<file path="src/rtl/hilo_controller.sv">
// rtl/hilo_controller.sv - MIPS HI/LO register owner and multiply/divide unit sequencer
module hilo_controller #(
  parameter int TIMEOUT = 64
) (
  input  logic        clk,
  input  logic        reset,
  input  logic        op_valid,
  input  logic [2:0]  op_code,
  input  logic [31:0] src_a,
  input  logic [31:0] src_b,
  output logic        stall,
  output logic        busy,
  output logic [31:0] hi_out,
  output logic [31:0] lo_out,
  output logic        timeout_err,
  output logic        div_valid_in,
  output logic        div_sign,
  output logic [31:0] div_src_a,
  output logic [31:0] div_src_b,
  input  logic        div_valid_out,
  input  logic [31:0] div_hi,
  input  logic [31:0] div_lo,
  output logic        mul_valid_in,
  output logic        mul_sign,
  output logic [31:0] mul_src_a,
  output logic [31:0] mul_src_b,
  input  logic        mul_valid_out,
  input  logic [31:0] mul_hi,
  input  logic [31:0] mul_lo
);

  typedef enum logic [1:0] {IDLE, MUL_BUSY, DIV_BUSY, DRAIN} state_t;

  localparam int              WW        = $clog2(TIMEOUT + 1);
  localparam logic [WW-1:0]   WDOG_LAST = WW'(TIMEOUT - 1);

  localparam logic [2:0] OP_MULT  = 3'd0;
  localparam logic [2:0] OP_MULTU = 3'd1;
  localparam logic [2:0] OP_DIV   = 3'd2;
  localparam logic [2:0] OP_DIVU  = 3'd3;
  localparam logic [2:0] OP_MTHI  = 3'd4;
  localparam logic [2:0] OP_MTLO  = 3'd5;

  state_t        state, state_nxt;
  logic [WW-1:0] wdog_cnt;
  logic [31:0]   hi_q, lo_q, opa_q, opb_q;
  logic          accept, is_mul, is_div, div_ok, in_busy;
  logic          wdog_hit, div_done, mul_done, aborting;

  always_comb begin
    accept    = op_valid && (state == IDLE);
    is_mul    = (op_code == OP_MULT) || (op_code == OP_MULTU);
    is_div    = (op_code == OP_DIV) || (op_code == OP_DIVU);
    div_ok    = is_div && (src_b != 32'd0);
    in_busy   = (state == MUL_BUSY) || (state == DIV_BUSY);
    wdog_hit  = (wdog_cnt == WDOG_LAST);
    div_done  = (state == DIV_BUSY) && div_valid_out;
    mul_done  = (state == MUL_BUSY) && mul_valid_out;
    // A unit result arriving on the watchdog's last cycle still counts as a completion.
    aborting  = in_busy && wdog_hit && !div_done && !mul_done;

    state_nxt = state;
    case (state)
      IDLE: begin
        if (accept && is_mul)      state_nxt = MUL_BUSY;
        else if (accept && div_ok) state_nxt = DIV_BUSY;
      end
      MUL_BUSY: if (mul_valid_out || wdog_hit) state_nxt = DRAIN;
      DIV_BUSY: if (div_valid_out || wdog_hit) state_nxt = DRAIN;
      DRAIN:    state_nxt = IDLE;
      default:  state_nxt = IDLE;
    endcase
  end

  always_ff @(posedge clk) begin
    if (reset) state <= IDLE;
    else       state <= state_nxt;
  end

  always_ff @(posedge clk) begin
    if (reset) begin
      hi_q         <= 32'd0;
      lo_q         <= 32'd0;
      opa_q        <= 32'd0;
      opb_q        <= 32'd0;
      div_valid_in <= 1'b0;
      mul_valid_in <= 1'b0;
      div_sign     <= 1'b0;
      mul_sign     <= 1'b0;
      timeout_err  <= 1'b0;
      wdog_cnt     <= '0;
    end else begin
      if (in_busy) wdog_cnt <= wdog_cnt + 1'b1;
      else         wdog_cnt <= '0;

      if (accept && is_mul) begin
        opa_q        <= src_a;
        opb_q        <= src_b;
        mul_sign     <= (op_code == OP_MULT);
        mul_valid_in <= 1'b1;
      end
      if (accept && div_ok) begin
        opa_q        <= src_a;
        opb_q        <= src_b;
        div_sign     <= (op_code == OP_DIV);
        div_valid_in <= 1'b1;
      end
      if (accept && (op_code == OP_MTHI)) hi_q <= src_a;
      if (accept && (op_code == OP_MTLO)) lo_q <= src_a;

      // Div reports quotient on its Hi port; MIPS wants quotient in LO.
      if (div_done) begin
        hi_q <= div_lo;
        lo_q <= div_hi;
      end
      if (mul_done) begin
        hi_q <= mul_hi;
        lo_q <= mul_lo;
      end

      if (state_nxt == DRAIN) begin
        div_valid_in <= 1'b0;
        mul_valid_in <= 1'b0;
      end
      if (aborting) timeout_err <= 1'b1;
    end
  end

  assign busy      = (state != IDLE);
  assign stall     = op_valid && (state != IDLE);
  assign hi_out    = hi_q;
  assign lo_out    = lo_q;
  assign div_src_a = opa_q;
  assign div_src_b = opb_q;
  assign mul_src_a = opa_q;
  assign mul_src_b = opb_q;

endmodule

</file>
<file path="config.mk">
export PLATFORM = sky130hd
export DESIGN_NAME = hilo_controller
export DESIGN_NICKNAME = d
export VERILOG_FILES = /design/src/rtl/hilo_controller.sv
export SDC_FILE = /design/constraint.sdc
export NUM_CORES = 1
export LEC_CHECK = 0
export CAP_MARGIN = 0
export CORE_AREA = 5 5 151 153
export CTS_CLUSTER_DIAMETER = 200
export CTS_CLUSTER_SIZE = 24
export DETAILED_ROUTE_END_ITERATION = 16
export DIE_AREA = 0 0 156 158
export PLACE_DENSITY = 0.81
export SYNTH_ARGS = -nofsm -noshare
export SYNTH_HDL_FRONTEND = slang
export SYNTH_SLANG_ARGS = --single-unit
</file>
<file path="constraint.sdc">
create_clock -name clk -period 3.1 [get_ports clk]
set_input_delay 0.465 -clock clk [delete_from_list [all_inputs] [get_ports clk]]
set_output_delay 0.465 -clock clk [all_outputs]
set_load 0.05 [all_outputs]
</file>
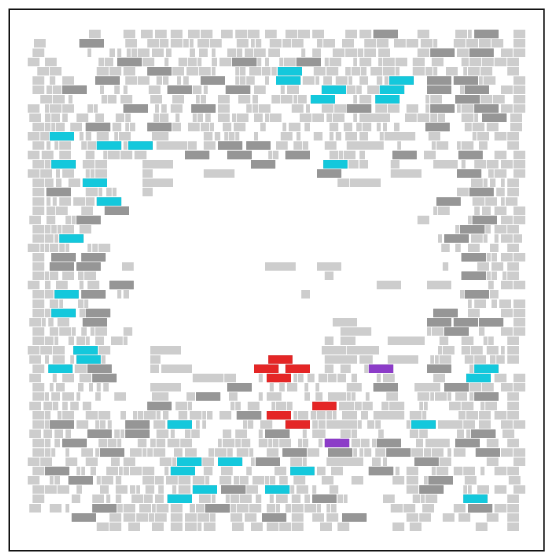
ff_map.png
Other sequential cells in the stronger gray, the rest of the logic in the fainter gray.
| color | signal | flops |
|---|---|---|
| red | wdog_cnt | 7 |
| cyan | div_src_a | 32 |
| purple | state | 2 |
not colored: 101

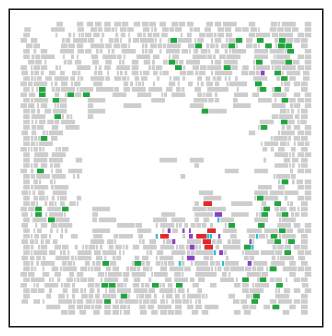
gates.png
| color | family | cells |
|---|---|---|
| purple | nand cells | 13 |
| cyan | inv cells | 9 |
| red | fa/ha/maj cells | 6 |
| green | mux cells | 65 |

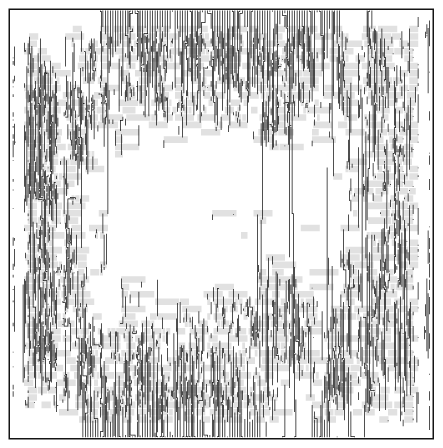
m2.png
share of all routed wire: 49%
longest straight run: 77.5 um
main direction: vertical
nets with wire on the layer: 1180
wire length on this layer: 13300 um

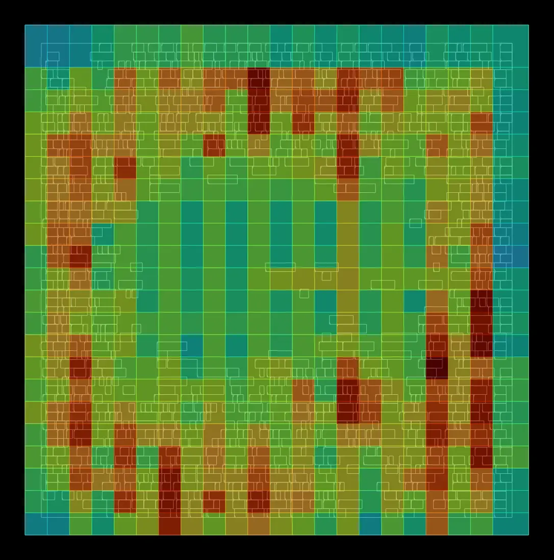
congestion_map.png
met2 usage: 0.357
WL/cell: 19.0 um
gr busiest metal: met2
fin util: 0.530
global-route usage over all layers: 0.209

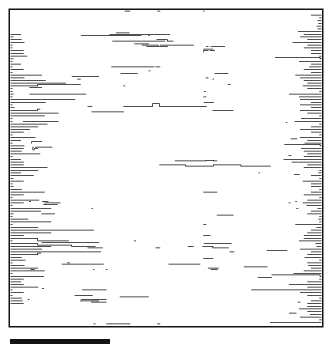
m3.png
Bar = 50 um.
longest straight run: 44.9 um
nets with wire on the layer: 268
wire length on this layer: 2520 um
share of all routed wire: 9.3%
main direction: horizontal

==> results.yml <==
# generated from flow reports
routing:
  ant_nets: 0
  via_count: 7257
  dr.max_layer_used: "met5"
  drc: 0
synthesis:
  async_flop_share: 0
  ys_sh_simple: 0.138
  synth-edff-count: 0
  aoi_share: 0.220
  xor_area_frac: 0.00377
  top_area_frac: 0.408
worst_setup_path:
  setup.worst_path.start: "state[0]"
  critPathRequiredTime_ps: 2630
  cp-end-kind: "output port"
pwr:
  ir_worst_vdd_uv: 341
  internal_power_mw: 4.77
  power.share.clock: 0.260
  p_clk_mw: 2.14
  p_leak_nw: 4.52
  seqPwrFrac: 0.277
  comb-power_mw: 3.81
clocking:
  cts_tree: "done"
  cts_setup_buffers: 0
  numCtsBuffers: 17
cells_and_area:
  final_cell_mix: "clkdlybuf4s50_1 (397), nor2_1 (204), dfxtp_1 (142)"
  insertedDiodeCount: 0
  fillers: 1976
global_route:
  grt_use_met3: 0.0653
  grt_pass1_vias: 7225
  use_met1: 0.240
timing:
  fin_ws_ps: 444
  hold_viol: 0
flow_run:
  warning_count: 30
run_status:
  outcome: "finished, final reports clean"
die:
  fp_util: 0.325
## critical path, stage by stage (launching register included)
cell	delay, ps
dfxtp_1	390
inv_1	120
ha_1	270
nor2b_1	160
clkdlybuf4s50_1	830
## final timing paths
kind                            slack (ps)  cells after the start            end
worst min register to register         460                      2    timeout_err
worst max register to register         860                      8      hi_out[1]
worst min-delay path                   450                      2  div_src_b[19]
worst max-delay path                   440                      4          stall
## registers in the layout, indices dropped and copies added, names as in the netlist
register / cells
div_valid_in: 1
div_src_b: 32
state: 2
mul_valid_in: 1
div_src_a: 32
mul_sign: 1
wdog_cnt: 7
hi_out: 32
timeout_err: 1
lo_out: 32
div_sign: 1
## cell type report
type | count | area [sq um] | share of cell area
Inverter | 9 | 33.8 | 0.00298
Tap cell | 280 | 350 | 0.0309
Clock buffer | 21 | 460 | 0.0406
Clock inverter | 11 | 156 | 0.0138
Sequential cell | 142 | 2840 | 0.251
Multi-Input combinational cell | 552 | 3260 | 0.287
Timing Repair Buffer | 419 | 4240 | 0.374
## Yosys cell counts (all sizes together), types with 2 or more instances
library cell,count
nor2,204
dfxtp,142
a21oi,133
buf,89
a211oi,65
mux2i,65
clkbuf,38
a21boi,32
inv,9
nor4,9
ha,6
nand2,5
o21ai,3
a221oi,2
nand2b,2
nand3,2
nand4,2
nor3,2
o2bb2ai,2
or2,2
xor2,2
## metrics by stage
stage          cells  power, mW   util  hold slack [ps]  cell area [sq um]
6_report        1434       8.23  0.530              453              11300
5_1_grt         1434       8.64  0.530              441              11300
4_1_cts         1434       8.30  0.530              432              11300
3_5_place_dp    1402       6.12  0.501              443              10700
3_3_place_gp    1402       6.06  0.501              431              10700
2_1_floorplan    830       4.86      -              418               6960
Power is estimated from default activity; no workload was simulated.
